**src/rtl/pyrx_pkg.sv**
```systemverilog
// Shared constants and state encoding for the RX payload word packer.
package pyrx_pkg;

  localparam int WORD_W = 32;
  localparam int ADDR_W = 8;
  localparam int CNT_W  = 13;
  localparam int BIT_W  = $clog2(WORD_W);

  typedef enum logic [1:0] {
    IDLE,
    COLLECT,
    FLUSH,
    DONE
  } state_e;

endpackage

```
**src/rtl/pyrx_wordpack.sv**
```systemverilog
// Packs the decoded RX payload bit stream LSB-first into 32-bit buffer words.
// Optional macro PYRX_ZEROPAD_EN clears the shift word after every completed write.
module pyrx_wordpack
  import pyrx_pkg::*;
(
  input  logic              clk_6M,
  input  logic              rst,
  input  logic              dec_py_st_p,
  input  logic              dec_pybit,
  input  logic              dec_pybit_valid,
  input  logic              py_endp,
  output logic [ADDR_W-1:0] rxlnctrl_addr,
  output logic [WORD_W-1:0] rxlnctrl_din,
  output logic              rxlnctrl_we,
  output logic [CNT_W-1:0]  rx_bitcount,
  output logic              rxpy_done_p,
  output logic              rxpy_ovf
);

  localparam logic [CNT_W:0] CNT_ONE = {{CNT_W{1'b0}}, 1'b1};

  state_e            state_q;
  logic [CNT_W:0]    cnt_q;      // MSB marks saturation at 2^CNT_W bits
  logic [WORD_W-1:0] word_q;
  logic [WORD_W-1:0] word_d;
  logic [ADDR_W-1:0] addr_q;
  logic [WORD_W-1:0] din_q;
  logic              we_q;
  logic              done_q;
  logic              ovf_q;

  logic [BIT_W-1:0]  bit_idx;
  logic              saturated;
  logic              accept;

  assign bit_idx   = cnt_q[BIT_W-1:0];
  assign saturated = cnt_q[CNT_W];
  assign accept    = (state_q == COLLECT) && dec_pybit_valid && !saturated;

  // NOTE: default the whole word before the indexed write so no latch is inferred.
  always_comb begin
    word_d          = word_q;
    word_d[bit_idx] = dec_pybit;
  end

  // NOTE: all state and registered outputs use non-blocking assignments; reset is synchronous.
  always_ff @(posedge clk_6M) begin
    if (rst) begin
      state_q <= IDLE;
      cnt_q   <= '0;
      word_q  <= '0;
      addr_q  <= '0;
      din_q   <= '0;
      we_q    <= 1'b0;
      done_q  <= 1'b0;
      ovf_q   <= 1'b0;
    end else begin
      we_q   <= 1'b0;
      done_q <= 1'b0;
      if (dec_py_st_p) begin
        // Restart drops any payload in progress, including a not-yet-issued flush.
        state_q <= COLLECT;
        cnt_q   <= '0;
        word_q  <= '0;
        ovf_q   <= 1'b0;
      end else begin
        unique case (state_q)
          IDLE: ;
          COLLECT: begin
            if (accept) begin
              cnt_q <= cnt_q + CNT_ONE;
              if (bit_idx == '1) begin
                we_q   <= 1'b1;
                addr_q <= cnt_q[CNT_W-1:BIT_W];
                din_q  <= word_d;
`ifdef PYRX_ZEROPAD_EN
                word_q <= '0;
`else
                word_q <= word_d;
`endif
              end else begin
                word_q <= word_d;
              end
            end else if (dec_pybit_valid && saturated) begin
              ovf_q <= 1'b1;
            end
            if (py_endp) state_q <= FLUSH;
          end
          FLUSH: begin
            // A word completed by the last bit leaves bit_idx at 0, so no second write.
            if (bit_idx != '0) begin
              we_q   <= 1'b1;
              addr_q <= cnt_q[CNT_W-1:BIT_W];
              din_q  <= word_q;
            end else begin
              done_q <= 1'b1;
            end
            state_q <= DONE;
          end
          DONE: begin
            // Flush write on the outputs now: done follows it by one cycle.
            done_q  <= we_q;
            state_q <= IDLE;
          end
        endcase
      end
    end
  end

  assign rxlnctrl_addr = addr_q;
  assign rxlnctrl_din  = din_q;
  assign rxlnctrl_we   = we_q;
  assign rxpy_done_p   = done_q;
  assign rxpy_ovf      = ovf_q;
  assign rx_bitcount   = saturated ? {CNT_W{1'b1}} : cnt_q[CNT_W-1:0];

endmodule

```
**config.mk**
```make
export PLATFORM = sky130hd
export DESIGN_NAME = pyrx_wordpack
export DESIGN_NICKNAME = d
export VERILOG_FILES = /design/src/rtl/pyrx_pkg.sv /design/src/rtl/pyrx_wordpack.sv
export SDC_FILE = /design/constraint.sdc
export NUM_CORES = 1
export LEC_CHECK = 0
export ABC_AREA = 1
export CAP_MARGIN = 20
export CELL_PAD_IN_SITES_DETAIL_PLACEMENT = 1
export CELL_PAD_IN_SITES_GLOBAL_PLACEMENT = 2
export CORE_UTILIZATION = 32
export CTS_CLUSTER_DIAMETER = 80
export DETAILED_ROUTE_END_ITERATION = 10
export HOLD_SLACK_MARGIN = 0.1
export PLACE_DENSITY_LB_ADDON = 0.05
export SYNTH_ARGS = -nofsm -noshare
export SYNTH_HDL_FRONTEND = slang
export SYNTH_SLANG_ARGS = --single-unit
```
**constraint.sdc**
```tcl
create_clock -name clk_6M -period 5.04 [get_ports clk_6M]
set_input_delay 0.504 -clock clk_6M [delete_from_list [all_inputs] [get_ports clk_6M]]
set_output_delay 0.504 -clock clk_6M [all_outputs]
set_load 0.05 [all_outputs]
```
**Run 1: layout detail**

Region (12, 75) to (52, 115) um. Cells in grey, sequential cells in the stronger grey; small squares are vias.
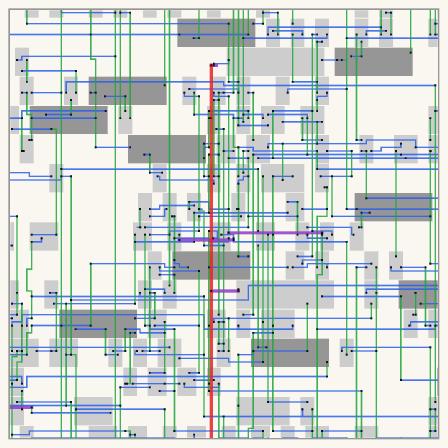
legend:
  blue:
    layer: M1
  purple:
    layer: M3
  green:
    layer: M2
  red:
    layer: M4
sequential cells in the window: 10
most frequent: nand2_1 (29), inv_1 (12), nor2_1 (12)
netlist names of flops here include: word_q (5), rxlnctrl_din (4)
cells with their middle in the window: 91

**Run 1: sequential cells grouped by signal name**

Bar = 50 um. Other sequential cells in the stronger grey, the rest of the logic in the fainter grey.
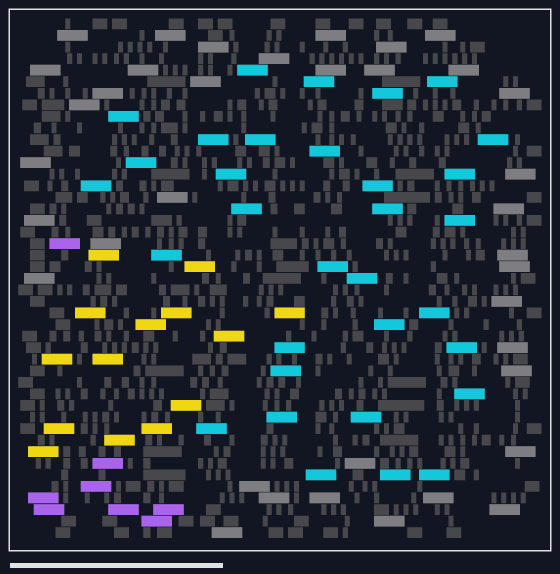
legend:
  purple:
    signal: rxlnctrl_addr
    sequential_cells: 8
    where: south-west
  yellow:
    signal: cnt_q
    sequential_cells: 14
  cyan:
    signal: word_q
    sequential_cells: 32

**Run 1: the clock network**

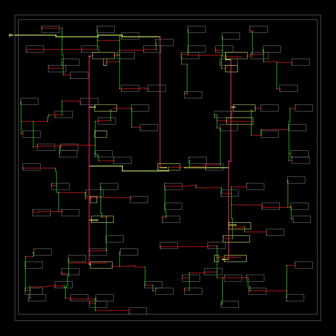
Num CTS Buffers: 9
clk_lat worst skew: 0.35 ns
Layout Skew: 0.00608 ns
final-layout clock buffer total: 12

==> run summary, run 1 <==
outcome = finished, final reports clean
startpoint types = flip-flop
initial antenna violation count = 0
Critical Path Sink Type = flip-flop
Sum Neg Setup Slack = 0 ns
slowest cell delay on critical path = 0.55 ns
ant diodes = 0
final-report max-slew violation count = 0
Crit Path Class = flip-flop to flip-flop
TritonCTS clock tree = built
Tightest Pin Transition = 0.765 ns
share of layout cells above drive strength 1 = 0.0365
number of clock sinks = 91
1st-pass router iterations = 4
normalized max-slew margin = 0.488
core region area = 15200 um^2
Cell Area, Placed = 5720 um^2
# DRC = 0
FF-to-FF setup slack = 1.97 ns
Mapped Cells = 811
logic area = 2550 um^2
Top cell by count, worst path = nand2_1
## run 1: synthesized netlist by cell type
master,number,area (um^2)
nand2_4,1,11.3
nand3_1,38,190
inv_1,122,458
nor2_1,113,424
nand4_1,30,188
nor3_1,1,5.00
buf_2,13,65.1
clkbuf_1,26,97.6
nand2_2,1,6.26
o211ai_1,23,173
ha_1,10,125
o21bai_1,6,45.0
nor2_2,1,6.26
nand4_4,1,21.3
inv_2,2,7.51
o21ai_0,26,130
clkinv_1,1,3.75
buf_1,4,15.0
nor3b_1,1,7.51
nand3_4,1,17.5
o21a_1,1,7.51
dfxtp_1,91,1820
a21oi_1,34,170
nand2_1,261,980
a21oi_2,1,8.76
nor2_4,1,11.3
or2_1,1,6.26
## run 1: worst max-delay path: cells and delay by family (launching register included)
kind | cells | cell delay, ns
flops | 1 | 0.35
buf+inv | 2 | 0.63
simple gates | 8 | 1.74
fa+ha+maj | 1 | 0.28
## run 1: cells by family after synthesis
| kind of cell | share of synthesized area |
|---|---|
| compound gates | 0.107 |
| buf+inv | 0.129 |
| simple gates | 0.375 |
| flops | 0.364 |
| fa+ha+maj | 0.0250 |
## run 1: layout make-up
cell class,count,area share
multi-input cells,552,0.420
repair buffers,66,0.110
clock inverters,4,0.0120
inverters,125,0.0773
flip-flops and latches,91,0.300
clock buffers,12,0.0422
well taps,188,0.0387
## run 1: metal layers
layer / GRT usage / wire length (um) / part of all wire / vias up
li1: - / - / - / 2574
met4: 0.0777 / 285 / 0.019 / 0
met3: 0.0239 / 311 / 0.020 / 17
met5: 0 / 0 / 0 / -
met1: 0.246 / 7180 / 0.47 / 2400
met2: 0.369 / 7580 / 0.49 / 59
## run 1: power by group
part | internal (uW) | switching [uW]
registers | 735 | 11.3
logic | 52.1 | 132
clock network | 461 | 299
total | 1250 | 443
**Run 1: nets reached from selected ports**

Bar = 50 um.
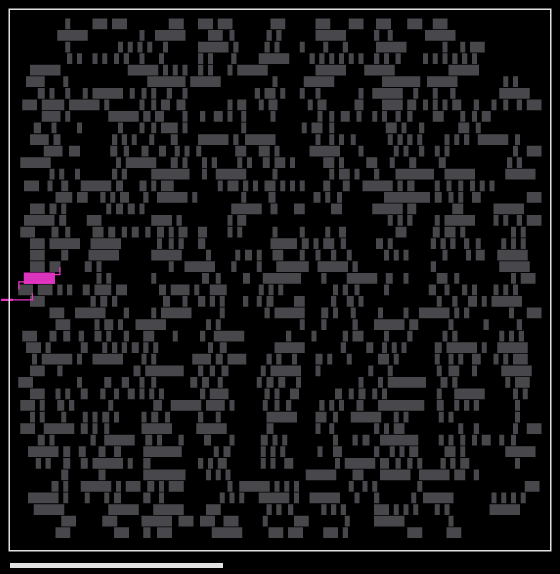

==> run 1 -> run 2 <==
--- a/config.mk
+++ b/config.mk
@@ -9,7 +9,7 @@
 export CAP_MARGIN = 20
 export CELL_PAD_IN_SITES_DETAIL_PLACEMENT = 1
 export CELL_PAD_IN_SITES_GLOBAL_PLACEMENT = 2
-export CORE_UTILIZATION = 32
+export CORE_UTILIZATION = 27
 export CTS_CLUSTER_DIAMETER = 80
 export DETAILED_ROUTE_END_ITERATION = 10
 export HOLD_SLACK_MARGIN = 0.1
==> constraint.sdc (replaced) <==
create_clock -name clk_6M -period 2.5 [get_ports clk_6M]
set_input_delay 0.25 -clock clk_6M [delete_from_list [all_inputs] [get_ports clk_6M]]
set_output_delay 0.25 -clock clk_6M [all_outputs]
set_load 0.05 [all_outputs]
**Run 2: nets reached from selected ports**

Bar = 50 um.
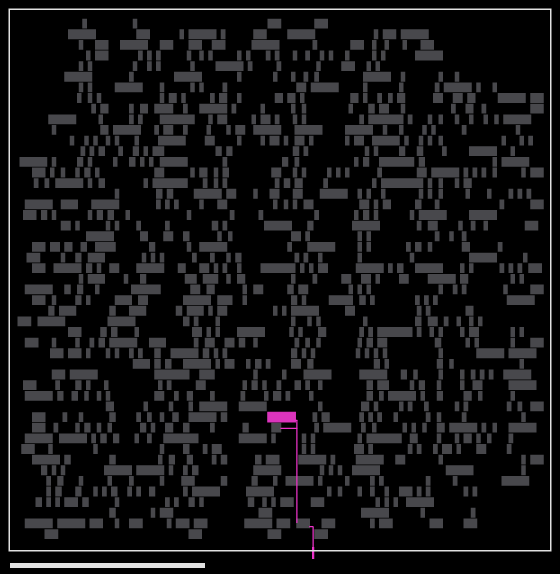
legend:
  magenta:
    port: rxpy_ovf
    direction: output
    edge: south
    end_cells: 1
    wire: 37.3 um

==> run summary, run 2 <==
delay-heaviest family, CP = buffers and inverters (was simple AND/OR/NAND/NOR gates)
Floorplan Nets = 827 (unchanged)
clk_lat worst skew = 0.35 ns (about the same)
1st-pass router iterations = 7 (was 4)
Fin Hold WS = 0.463 ns (was 0.465 ns)
outcome = complete, but fails checks (was finished, final reports clean)
number of clock sinks = 91 (unchanged)
Critical Path Sink Type = primary output (was flip-flop)
I/O pin count = 62 (unchanged)
Synth top cells by count = nand2_1, inv_1, nor2_1 (unchanged)
initial antenna violation count = 0 (unchanged)
area leader, netlist = dfxtp_1 (unchanged)
CP bufs+invs = 2 (unchanged)
Tightest Pin Transition = 0.678 ns (was 0.765 ns)
Top cell area share = 0.364 (unchanged)
Period Utilization, post-route = 0.938
failing checks = design-rule violations
most used flip-flop cell = dfxtp_1 (unchanged)
Main area contributors = dfxtp_1, nand2_1, inv_1 (unchanged)
fin crit period = 2.34 ns
P_leak = 0.00285 uW (was 0.00276 uW)
slowest cell delay on critical path = 0.82 ns (was 0.55 ns)
ant diodes = 0 (unchanged)
EDFF count, synth = 0 (unchanged)
pwr dens = 536 nW/um^2 (was 279 nW/um^2)
Mapped Cells = 811 (unchanged)
Min-Delay Path Class = flip-flop to flip-flop (unchanged)
final-report max-slew violation count = 0 (unchanged)
Routed Antenna Nets = 0 (unchanged)
RSZ-0062 raised after global routing = no (unchanged)
Crit Path Class = flip-flop to primary output (was flip-flop to flip-flop)
Sum Neg Setup Slack = 0 ns (unchanged)
CP required = 2.25 ns (was 5.33 ns)
# DRC = 3 (was 0)
Cell Area, Placed = 5940 um^2 (was 5720 um^2)
register area share after synthesis = 0.364 (unchanged)
normalized max-slew margin = 0.548 (was 0.488)
top-count cell post-synth = nand2_1 (unchanged)
final instance area = 6250 um^2 (was 6070 um^2)
Post-synth regs = 91 (unchanged)
ys async rst share = 0 (unchanged)
core region area = 18100 um^2 (was 15200 um^2)
TritonCTS clock tree = built (unchanged)
Final Non-Filler Cells = 1099 (was 1038)
Num CTS Buffers = 9 (unchanged)
Layout Skew = 0.00667 ns (was 0.00608 ns)
startpoint types = flip-flop (unchanged)
share of layout cells above drive strength 1 = 0.0609 (was 0.0365)
**Run 2: wiring by layer**

Two of the layers only.
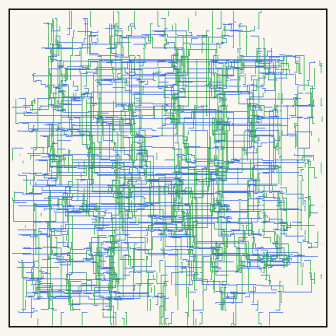
legend:
  blue:
    layer: M1
    wire_length: 8150 um
  green:
    layer: M2
    wire_length: 7850 um
GRT Total Usage: 0.181
Post-Route WL: 16.5 mm

-- run 2: cell counts after synthesis --
No cell type changed its count.
-- run 2: final timing paths --
| path | end | start | cells past startpoint | slack, ns |
|---|---|---|---|---|
| max reg2reg | rxlnctrl_din[11]$_SDFFE_PP0P_ | cnt_q[0]$_SDFFE_PP0P_ | 8 | 0.40 |
| max | rx_bitcount[2] | cnt_q[2]$_SDFFE_PP0P_ | 3 | 0.16 |
| min reg2reg | rxpy_done_p$_SDFF_PP0_ | rxlnctrl_we$_SDFF_PP0_ | 2 | 0.46 |
| min | rxpy_done_p$_SDFF_PP0_ | rxlnctrl_we$_SDFF_PP0_ | 2 | 0.46 |
-- run 2: tightest hold or removal path, cell delays in order (launching register included) --
cell and delay (ns):
dfxtp_1 0.31, nand2_1 0.06, a21oi_1 0.05
-- run 2: power by group --
part	internal, uW	switching [uW]
logic	121	275
clock network	804	646
registers	1480	23.4
total	2410	944
-- run 2: final cells by class --
cell class,instances,area (um^2)
inverters,125,470
clock inverters,6,65.1
well taps,229,287
flip-flops and latches,91,1820
clock buffers,10,239
fillers,2315,11800
multi-input cells,552,2540
repair buffers,86,823
-- run 2: logic make-up (layout without fill, tap and decap cells) --
group,Yosys count,count (layout),share of synthesized area
simple gates,451,451,0.375
buf+inv,168,227,0.129
compound gates,91,91,0.107
flops,91,91,0.364
fa+ha+maj,10,10,0.0250
-- run 2: timing repair --
action / 4_1_cts / 5_1_grt
endpoints found under the setup margin: 1 / 0
buffers inserted: 0 / 0
gates resized: 1 / 0
-- run 2: per-layer routing --
layer | global-route usage | up-vias | part of all wire
li1 | - | 2619 | -
met2 | 0.310 | 54 | 0.47
met3 | 0.0201 | 14 | 0.019
met1 | 0.236 | 2449 | 0.49
met5 | 0 | - | 0
met4 | 0.0615 | 0 | 0.013
==> run 2 -> run 3 <==
--- a/config.mk
+++ b/config.mk
@@ -9,10 +9,12 @@
 export CAP_MARGIN = 20
 export CELL_PAD_IN_SITES_DETAIL_PLACEMENT = 1
 export CELL_PAD_IN_SITES_GLOBAL_PLACEMENT = 2
-export CORE_UTILIZATION = 27
+export CORE_UTILIZATION = 31
 export CTS_CLUSTER_DIAMETER = 80
 export DETAILED_ROUTE_END_ITERATION = 10
+export DONT_BUFFER_PORTS = 1
 export HOLD_SLACK_MARGIN = 0.1
+export MAX_ROUTING_LAYER = met4
 export PLACE_DENSITY_LB_ADDON = 0.05
 export SYNTH_ARGS = -nofsm -noshare
 export SYNTH_HDL_FRONTEND = slang
**Run 3: wiring by layer**

Two of the layers only.
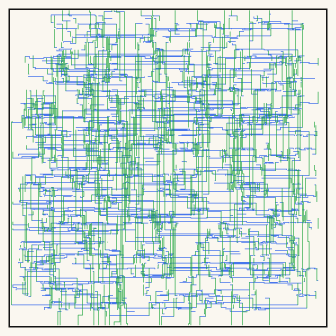
legend:
  green:
    layer: M2
    wire_length: 7480 um
  blue:
    layer: M1
    wire_length: 7510 um

==> run summary, run 3 <==
Worst R2R End = state_q[0]$_SDFFE_PP0P_ (was rxlnctrl_din[11]$_SDFFE_PP0P_)
Synth top cells by count = nand2_1, inv_1, nor2_1 (unchanged)
initial antenna violation count = 0 (unchanged)
number of clock sinks = 91 (unchanged)
CP required = 2.79 ns (was 2.25 ns)
Clk network pwr share = 0.422 (was 0.433)
Post-Route WL = 15.6 mm (was 16.5 mm)
largest power group = registers (unchanged)
Critical Path Start = state_q[0]$_SDFFE_PP0P_ (was cnt_q[2]$_SDFFE_PP0P_)
Setup Buffers After CTS = 0 (unchanged)
I/O pin count = 62 (unchanged)
P_leak = 0.00258 uW (was 0.00285 uW)
Hold Path Sink = rxlnctrl_addr[3]$_SDFFE_PP0P_ (was rxpy_done_p$_SDFF_PP0_)
Internal = 2310 uW (was 2410 uW)
register area share after synthesis = 0.364 (unchanged)
Post-synth regs = 91 (unchanged)
startpoint types = flip-flop (unchanged)
TritonCTS clock tree = built (unchanged)
Layout Skew = 0.00473 ns (was 0.00667 ns)
Main area contributors = dfxtp_1, nand2_1, inv_1 (unchanged)
most used flip-flop cell = dfxtp_1 (unchanged)
RSZ-0062 raised after global routing = no (unchanged)
hold path cells = 3 (was 2)
Tightest Pin Transition = 0.804 ns (was 0.678 ns)
outcome = finished, final reports clean (was complete, but fails checks)
P_clk = 1350 uW (was 1450 uW)
FF-to-FF path depth = 6 (was 8)
Top cell area share = 0.364 (unchanged)
ant diodes = 0 (unchanged)
**Run 3: layout detail**

Region (12, 77) to (52, 117) um. Cells in grey, sequential cells in the stronger grey; small squares are vias.
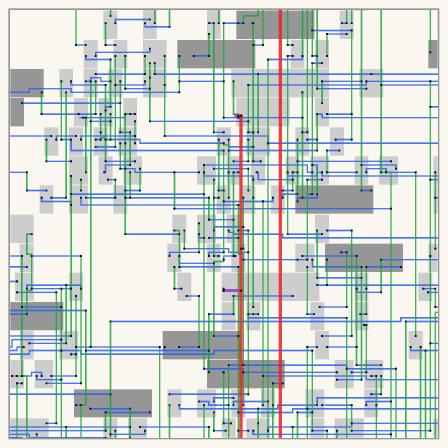
legend:
  red:
    layer: M4
  green:
    layer: M2
  purple:
    layer: M3
  blue:
    layer: M1
sequential cells in the window: 8
cells with their middle in the window: 93
most frequent: nand2_1 (30), nor2_1 (14), inv_1 (11)
netlist names of flops here include: word_q (4), rxlnctrl_din (3)

run 3: area by class of cell:
type	count	area [um^2]	share of cell area
Clock buffer	13	270	0.0489
Clock inverter	2	10.0	0.00181
Inverter	125	469	0.0850
Multi-Input combinational cell	552	2540	0.461
Sequential cell	91	1820	0.330
Tap cell	216	270	0.0489
Timing Repair Buffer	16	138	0.0249
run 3: stage by stage:
| step | hold WS, ns | setup WS (ns) | instance area, um^2 |
|---|---|---|---|
| 6_report | 0.161 | 0.319 | 5520 |
| 3_5_place_dp | 0.324 | 0.379 | 5220 |
| 5_1_grt | 0.166 | 0.120 | 5520 |
| 3_3_place_gp | 0.322 | 0.433 | 5220 |
| 2_1_floorplan | 0.419 | 0.722 | 5000 |
| 4_1_cts | 0.154 | 0.299 | 5520 |
run 3: routing by layer:
layer,GRT usage,wire (um),up-vias
met2,0.351,7480,52
met4,0.0692,268,0
li1,-,-,2485
met1,0.254,7510,2361
met3,0.0277,299,15
met5,-,0,-
run 3: timing repair:
action                                  CTS  global route
endpoints found under the setup margin    0             0
hold buffers                              2             0
hold endpoints to repair                 10             0
run 3: worst max-delay path: stages (launching register included):
cell and delay (ns):
dfxtp_1 0.36, inv_1 0.10, ha_2 0.23, buf_4 0.54, a21oi_1 0.16, a21oi_1 0.17
dlygate4sd3_1 0.56
run 3: cell families (layout without fill, tap and decap cells):
family	count (synthesis)	in the layout	share of synthesized area
adders and majority gates	10	10	0.0250
buffers and inverters	168	156	0.129
and+or+nand+nor	451	451	0.375
AOI/OAI and AO/OA	91	91	0.107
DFF	91	91	0.364
Power figures rest on the tool's default switching activity, not on a simulated workload.
